===== src/rtl/neopixel_frame_sequencer_if.sv =====
// Host-write and strand-controller handshake bundle for neopixel_frame_sequencer.
// Signal prefixes are from the sequencer's point of view.
interface neopixel_frame_sequencer_if;
  logic       i_enable;
  logic       i_wr_en;
  logic [2:0] i_wr_pixel;
  logic [1:0] i_wr_color;
  logic [7:0] i_wr_level;
  logic       i_commit;
  logic       i_ready_to_load;
  logic       i_ready_to_send;
  logic [2:0] o_pixel_index;
  logic [1:0] o_color_index;
  logic [7:0] o_color_level;
  logic       o_load_color;
  logic       o_send_it;
  logic       o_busy;
  logic       o_frame_overrun;
  logic [15:0] o_frame_count;

  modport slave (
    input  i_enable, i_wr_en, i_wr_pixel, i_wr_color, i_wr_level, i_commit,
           i_ready_to_load, i_ready_to_send,
    output o_pixel_index, o_color_index, o_color_level, o_load_color,
           o_send_it, o_busy, o_frame_overrun, o_frame_count
  );

  modport master (
    output i_enable, i_wr_en, i_wr_pixel, i_wr_color, i_wr_level, i_commit,
           i_ready_to_load, i_ready_to_send,
    input  o_pixel_index, o_color_index, o_color_level, o_load_color,
           o_send_it, o_busy, o_frame_overrun, o_frame_count
  );
endinterface


===== src/rtl/neopixel_frame_sequencer.sv =====
// Double-buffered GRB frame store that replays the active frame into the strand
// controller's byte-load handshake on every refresh tick, then requests a send.
module neopixel_frame_sequencer #(
  parameter int NUM_PIXELS   = 5,
  parameter int FRAME_PERIOD = 750000
) (
  input  logic                       i_clock,
  input  logic                       i_reset,
  neopixel_frame_sequencer_if.slave  bus
);

  localparam int              TW         = $clog2(FRAME_PERIOD);
  localparam logic [TW-1:0]   LP_TMAX    = TW'(FRAME_PERIOD - 1);
  localparam logic [2:0]      LP_LASTPIX = 3'(NUM_PIXELS - 1);

  typedef enum logic [2:0] {
    S_IDLE,
    S_LOAD,
    S_SEND,
    S_WAIT_BUSY,
    S_WAIT_DONE
  } state_t;

  state_t        r_state;
  state_t        w_state_nxt;
  logic [TW-1:0] r_timer;
  logic [2:0]    r_pixel;
  logic [1:0]    r_color;
  logic          r_pending;
  logic [15:0]   r_frame_count;
  logic [7:0]    r_stage  [NUM_PIXELS][3];
  logic [7:0]    r_active [NUM_PIXELS][3];

  logic w_tick;
  logic w_start;
  logic w_load;
  logic w_send;
  logic w_last;
  logic w_wr_ok;

  assign w_tick  = (r_timer == LP_TMAX);
  assign w_last  = (r_pixel == LP_LASTPIX) && (r_color == 2'd2);
  assign w_wr_ok = bus.i_wr_en && ({1'b0, bus.i_wr_pixel} < 4'(NUM_PIXELS))
                   && (bus.i_wr_color != 2'd3);

  always_comb begin
    w_state_nxt = r_state;
    w_start     = 1'b0;
    w_load      = 1'b0;
    w_send      = 1'b0;
    case (r_state)
      S_IDLE: begin
        if (w_tick && bus.i_enable) begin
          w_state_nxt = S_LOAD;
          w_start     = 1'b1;
        end
      end
      S_LOAD: begin
        w_load = bus.i_ready_to_load;
        if (w_load && w_last) w_state_nxt = S_SEND;
      end
      S_SEND: begin
        w_send = bus.i_ready_to_send;
        if (w_send) w_state_nxt = S_WAIT_BUSY;
      end
      S_WAIT_BUSY: if (!bus.i_ready_to_load) w_state_nxt = S_WAIT_DONE;
      S_WAIT_DONE: if (bus.i_ready_to_load)  w_state_nxt = S_IDLE;
      default:     w_state_nxt = S_IDLE;
    endcase
  end

  // Control: FSM, refresh timer, byte counters, commit flag and frame counter
  always_ff @(posedge i_clock or posedge i_reset) begin
    if (i_reset) begin
      r_state       <= S_IDLE;
      r_timer       <= '0;
      r_pixel       <= 3'd0;
      r_color       <= 2'd0;
      r_pending     <= 1'b0;
      r_frame_count <= 16'd0;
    end else begin
      r_state <= w_state_nxt;
      r_timer <= w_tick ? '0 : r_timer + 1'b1;
      if (w_start) begin
        r_pixel <= 3'd0;
        r_color <= 2'd0;
      end else if (w_load) begin
        if (r_color == 2'd2) begin
          r_color <= 2'd0;
          // wrap to 0/0 after the final byte so IDLE presents pixel 0 green
          r_pixel <= w_last ? 3'd0 : r_pixel + 3'd1;
        end else begin
          r_color <= r_color + 2'd1;
        end
      end
      // a commit coinciding with the frame-start copy is held for the next frame
      if (w_start)            r_pending <= bus.i_commit;
      else if (bus.i_commit)  r_pending <= 1'b1;
      if (w_send) r_frame_count <= r_frame_count + 16'd1;
    end
  end

  // Frame buffers: copy reads the pre-edge staging contents
  always_ff @(posedge i_clock or posedge i_reset) begin
    if (i_reset) begin
      for (int p = 0; p < NUM_PIXELS; p++) begin
        for (int c = 0; c < 3; c++) begin
          r_stage[p][c]  <= 8'd0;
          r_active[p][c] <= 8'd0;
        end
      end
    end else begin
      if (w_wr_ok) r_stage[bus.i_wr_pixel][bus.i_wr_color] <= bus.i_wr_level;
      if (w_start && r_pending) r_active <= r_stage;
    end
  end

  assign bus.o_pixel_index   = r_pixel;
  assign bus.o_color_index   = r_color;
  assign bus.o_color_level   = r_active[r_pixel][r_color];
  assign bus.o_load_color    = w_load;
  assign bus.o_send_it       = w_send;
  assign bus.o_busy          = (r_state != S_IDLE);
  assign bus.o_frame_overrun = w_tick && (r_state != S_IDLE);
  assign bus.o_frame_count   = r_frame_count;

endmodule

===== src/flat_wrapper.sv =====
// flat-port wrapper written by rule: the top's interface ports become plain ports
module neopixel_frame_sequencer_flat 
#(
  parameter int NUM_PIXELS   = 5,
  parameter int FRAME_PERIOD = 750000
)
  (i_clock, i_reset, bus_i_enable, bus_i_wr_en, bus_i_wr_pixel, bus_i_wr_color, bus_i_wr_level, bus_i_commit, bus_i_ready_to_load, bus_i_ready_to_send, bus_o_pixel_index, bus_o_color_index, bus_o_color_level, bus_o_load_color, bus_o_send_it, bus_o_busy, bus_o_frame_overrun, bus_o_frame_count);
  neopixel_frame_sequencer_if bus_i ();
  input  logic i_clock;
  input  logic i_reset;
  input wire logic [$bits(bus_i.i_enable)-1:0] bus_i_enable;
  input wire logic [$bits(bus_i.i_wr_en)-1:0] bus_i_wr_en;
  input wire logic [$bits(bus_i.i_wr_pixel)-1:0] bus_i_wr_pixel;
  input wire logic [$bits(bus_i.i_wr_color)-1:0] bus_i_wr_color;
  input wire logic [$bits(bus_i.i_wr_level)-1:0] bus_i_wr_level;
  input wire logic [$bits(bus_i.i_commit)-1:0] bus_i_commit;
  input wire logic [$bits(bus_i.i_ready_to_load)-1:0] bus_i_ready_to_load;
  input wire logic [$bits(bus_i.i_ready_to_send)-1:0] bus_i_ready_to_send;
  output wire logic [$bits(bus_i.o_pixel_index)-1:0] bus_o_pixel_index;
  output wire logic [$bits(bus_i.o_color_index)-1:0] bus_o_color_index;
  output wire logic [$bits(bus_i.o_color_level)-1:0] bus_o_color_level;
  output wire logic [$bits(bus_i.o_load_color)-1:0] bus_o_load_color;
  output wire logic [$bits(bus_i.o_send_it)-1:0] bus_o_send_it;
  output wire logic [$bits(bus_i.o_busy)-1:0] bus_o_busy;
  output wire logic [$bits(bus_i.o_frame_overrun)-1:0] bus_o_frame_overrun;
  output wire logic [$bits(bus_i.o_frame_count)-1:0] bus_o_frame_count;
  assign bus_i.i_enable = bus_i_enable;
  assign bus_i.i_wr_en = bus_i_wr_en;
  assign bus_i.i_wr_pixel = bus_i_wr_pixel;
  assign bus_i.i_wr_color = bus_i_wr_color;
  assign bus_i.i_wr_level = bus_i_wr_level;
  assign bus_i.i_commit = bus_i_commit;
  assign bus_i.i_ready_to_load = bus_i_ready_to_load;
  assign bus_i.i_ready_to_send = bus_i_ready_to_send;
  assign bus_o_pixel_index = bus_i.o_pixel_index;
  assign bus_o_color_index = bus_i.o_color_index;
  assign bus_o_color_level = bus_i.o_color_level;
  assign bus_o_load_color = bus_i.o_load_color;
  assign bus_o_send_it = bus_i.o_send_it;
  assign bus_o_busy = bus_i.o_busy;
  assign bus_o_frame_overrun = bus_i.o_frame_overrun;
  assign bus_o_frame_count = bus_i.o_frame_count;
  neopixel_frame_sequencer #(.NUM_PIXELS(NUM_PIXELS), .FRAME_PERIOD(FRAME_PERIOD)) u_core (.i_clock(i_clock), .i_reset(i_reset), .bus(bus_i));
endmodule

===== config.mk =====
export PLATFORM = sky130hd
export DESIGN_NAME = neopixel_frame_sequencer_flat
export DESIGN_NICKNAME = d
export VERILOG_FILES = /design/src/rtl/neopixel_frame_sequencer_if.sv /design/src/rtl/neopixel_frame_sequencer.sv /design/src/flat_wrapper.sv
export SDC_FILE = /design/constraint.sdc
export NUM_CORES = 1
export LEC_CHECK = 0
export CAP_MARGIN = 30
export CORE_ASPECT_RATIO = 1.75
export CORE_MARGIN = 2
export CORE_UTILIZATION = 46
export DETAILED_ROUTE_END_ITERATION = 8
export GPL_ROUTABILITY_DRIVEN = 0
export PLACE_DENSITY_LB_ADDON = 0.15
export SYNTH_ARGS = -nofsm -noshare
export SYNTH_HDL_FRONTEND = slang
export SYNTH_SLANG_ARGS = --single-unit

===== constraint.sdc =====
create_clock -name i_clock -period 26.7 [get_ports i_clock]
set_input_delay 8.01 -clock i_clock [delete_from_list [all_inputs] [get_ports i_clock]]
set_output_delay 8.01 -clock i_clock [all_outputs]
set_load 0.05 [all_outputs]

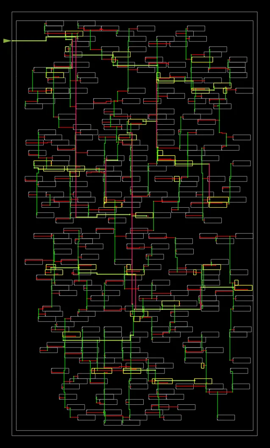
final_clocks.png
CTS Sinks: 285
clk pwr: 0.000382 W
CTS buffer count: 27
clock buffers: 34

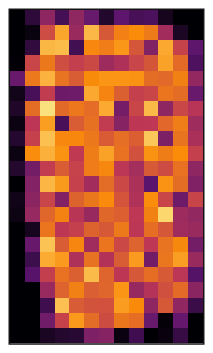
density.png
Scale: 1.5 px per um. The die is cut into 13 by 22 equal tiles; black is low, pale yellow is high, 0 to 100% covered.
mean over tiles: 48%
tiles over 75% full: 13%
emptiest ninth of the die: lower left
Core ar.: 26700 um2
Initial Util: 46.9%
final core occ: 53.4%

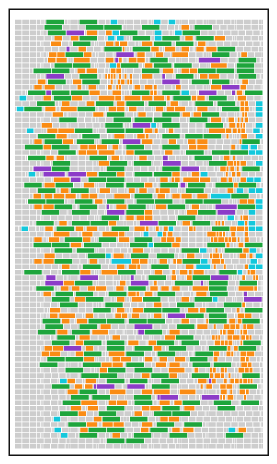
cell_classes.png
Scale: 2 px per um. Fill, decap, tap and diode cells in grey.
| class | colour | cells |
|---|---|---|
| other buffers and delay cells | cyan | 64 |
| flops | green | 285 |
| clock drivers and dummy loads | purple | 47 |
| all other logic | orange | 504 |

==> results.toml <==
# generated from flow reports
[outcome]
run_status = "completed"

[critical_path]
cp_max_fo = 7
crit_chain = "clkdlybuf4s50_1 > nand4bb_1 > inv_1 > clkdlybuf4s50_1"
required_ps = 18690
cp-start-kind = "primary input"
cpMostUsedCell = "clkdlybuf4s50_1"
crit_path_end_kind = "output port"
crit_type = "in2out"
critPathMaxStageDelay_ps = 830

[synthesis]
synth_area_per_cell_um2 = 15.1
adder_share_pct = 0.400
yosys_warnings = 0
synthArstFlopShare_pct = 100
top_area_share_pct = 57.0
synth_top_cell_by_count = "dfrtp_1"
syn-cell-area_um2 = 12500
yosys.area_share.xor_xnor_pct = 1.89
ys_area_um2 = 12500
synthTopCellsByCount = "285 x dfrtp_1, 148 x mux2_2, 100 x mux2_4, 33 x nand2_1, 24 x mux4_2"
edf_count = 0
yosysUniqueCellTypes = 49
ys_cells = 827
synthCells = 827
simple_gate_area_share_pct = 5.79
ys_seq_share_pct = 57.0

[detailed_routing]
detail_route.first_pass.iterations = 6
post_drt_wl_per_cell_um = 21.4
drc = 0
routed_via_density = 5.58
vias = 6829
detail-route-antenna-nets = 0
wl_mm = 26.1

[finish]
final_cell_mix = "284 x dfrtp_1, 148 x mux2_2, 100 x mux2_4"
final_cell_area_um2 = 14200
final_common_cell = "dfrtp_1"
flop_area_um2 = 7130
fill_cells = 2165
stdcell_count = 1224
fin_nets = 906
area_delta_synth_final_pct = 13.8
antenna_cells = 0

[timing]
fin_crit_sh_pct = 67.0
fin_ws_ps = 8820
setup_viol = 0
tightest_slew_ps = 854
hold_violations = 0
post-route-min-period_ps = 17880
drv_slew = 0
hold_slack_ps = 474
fmax_mhz = 55.9
tns_ps = 0

[global_routing]
grt_max_degree = 121
grtUsageMet3_pct = 2.31
grt_pass1_vias = 7678
use_met2_pct = 35.3
grt_use_total_pct = 19.2
antenna_found_initial = 0
grt.busiest_layer = "met2"
grt_remaining_overflow = 0
gr-usage-met1_pct = 23.3
grt_pass1_wl_mm = 43.2

[hold_path]
hp-class = "reg2reg"

[power_and_ir_drop]
finalPower_w = 0.00105
seqPwrFrac_pct = 48.3
irDropWorstVdd_v = 0.0000627
power.internal_w = 0.000764
p_sw_share_pct = 27.1

[place]
dpl_cell_area_um2 = 13300
port_buffers = 52
dp_slack_ps = 8830

[floorplan]
die_w_um = 129
rows = 79
dieArea_um2 = 28600
dieHeight_um = 222
ios = 53

[clock_network]
clock_path_buffers = 3
cts_tree = "done"
clk_pin_slew_ps = 60
htree_levels = 1
cts-root-buf = "clkbuf_16"
post_cts_buffers = 0
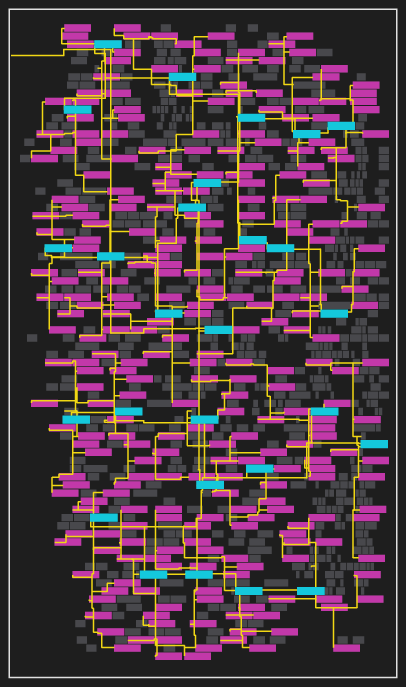
clock_map.png
Scale: 3 px per um.
[flip-flops] magenta | count: 285
[clock wires] yellow | length: 3430 um
[cells driving clock nets] cyan | count: 27
flops lie: spread over the die
Final Skew: 20.3 ps
clock latency on the worst-skew pair: 540 ps
Clock power frac: 36.4%

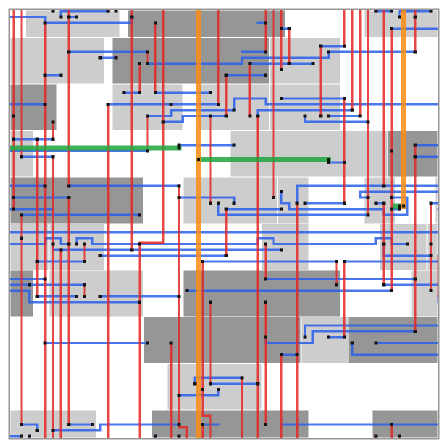
zoom.png
Window x 52 to 77, y 99 to 124 um. Cells in grey, sequential cells in the stronger grey; small squares are vias.
| layer | colour |
|---|---|
| met2 | red |
| met4 | orange |
| met3 | green |
| met1 | blue |
sequential cells in the window: 7
netlist names of flops here include: u_core.r_active (4), u_core.r_stage (3)
most frequent: dfrtp_1 (7), mux2_4 (6), mux2_2 (4)
cells with their middle in the window: 26

## final timing paths
| kind | slack [ps] | end | startpoint | cells past startpoint |
|---|---|---|---|---|
| max | 8820 | bus_o_send_it | bus_i_ready_to_send | 4 |
| min | 470 | u_core.bus.o_frame_count[15] | u_core.bus.o_frame_count[15] | 1 |
| max reg2reg | 23050 | u_core.r_active[2] | u_core.r_timer[0] | 7 |
| min reg2reg | 470 | u_core.bus.o_frame_count[15] | u_core.bus.o_frame_count[15] | 1 |
| max in group asynchronous | 17490 | u_core.r_stage[47] | i_reset | 4 |
| min in group asynchronous | 8020 | u_core.r_timer[11] | i_reset | 2 |
## layer usage
layer	vias up	wire length (um)
met5	-	0
met3	28	669
met1	3604	10500
li1	3091	-
met4	0	559
met2	106	14400
## power by group through the flow
stage          clock network [W]  registers (W)  logic, W
5_1_grt                 0.000411       0.000512  0.000174
6_report                0.000382       0.000506  0.000160
3_5_place_dp                   0       0.000515  0.000163
3_3_place_gp                   0       0.000520  0.000146
4_1_cts                 0.000393       0.000507  0.000163
2_1_floorplan                  0       0.000514  0.000103
## final cells by class
| class | instances | area share [%] |
|---|---|---|
| multi-input combinational | 489 | 35.8 |
| clock buffer | 34 | 5.07 |
| inverter | 15 | 0.448 |
| timing repair buffer | 64 | 4.68 |
| tap | 324 | 2.85 |
| clock inverter | 13 | 1.06 |
| sequential | 285 | 50.1 |
## flip-flops by register name, indices dropped and copies added, names as in the netlist
signal,cells
u_core.r_active,120
u_core.bus.o_frame_count,16
u_core.r_state,3
u_core.bus.o_pixel_index,3
u_core.r_stage,120
u_core.r_timer,20
u_core.r_pending,1
u_core.bus.o_color_index,2
## worst max-delay path, delay by kind of cell
kind          cells  cell delay [ps]
simple gates      1              290
buf+inv           3             1560
Power figures rest on the tool's default switching activity, not on a simulated workload.
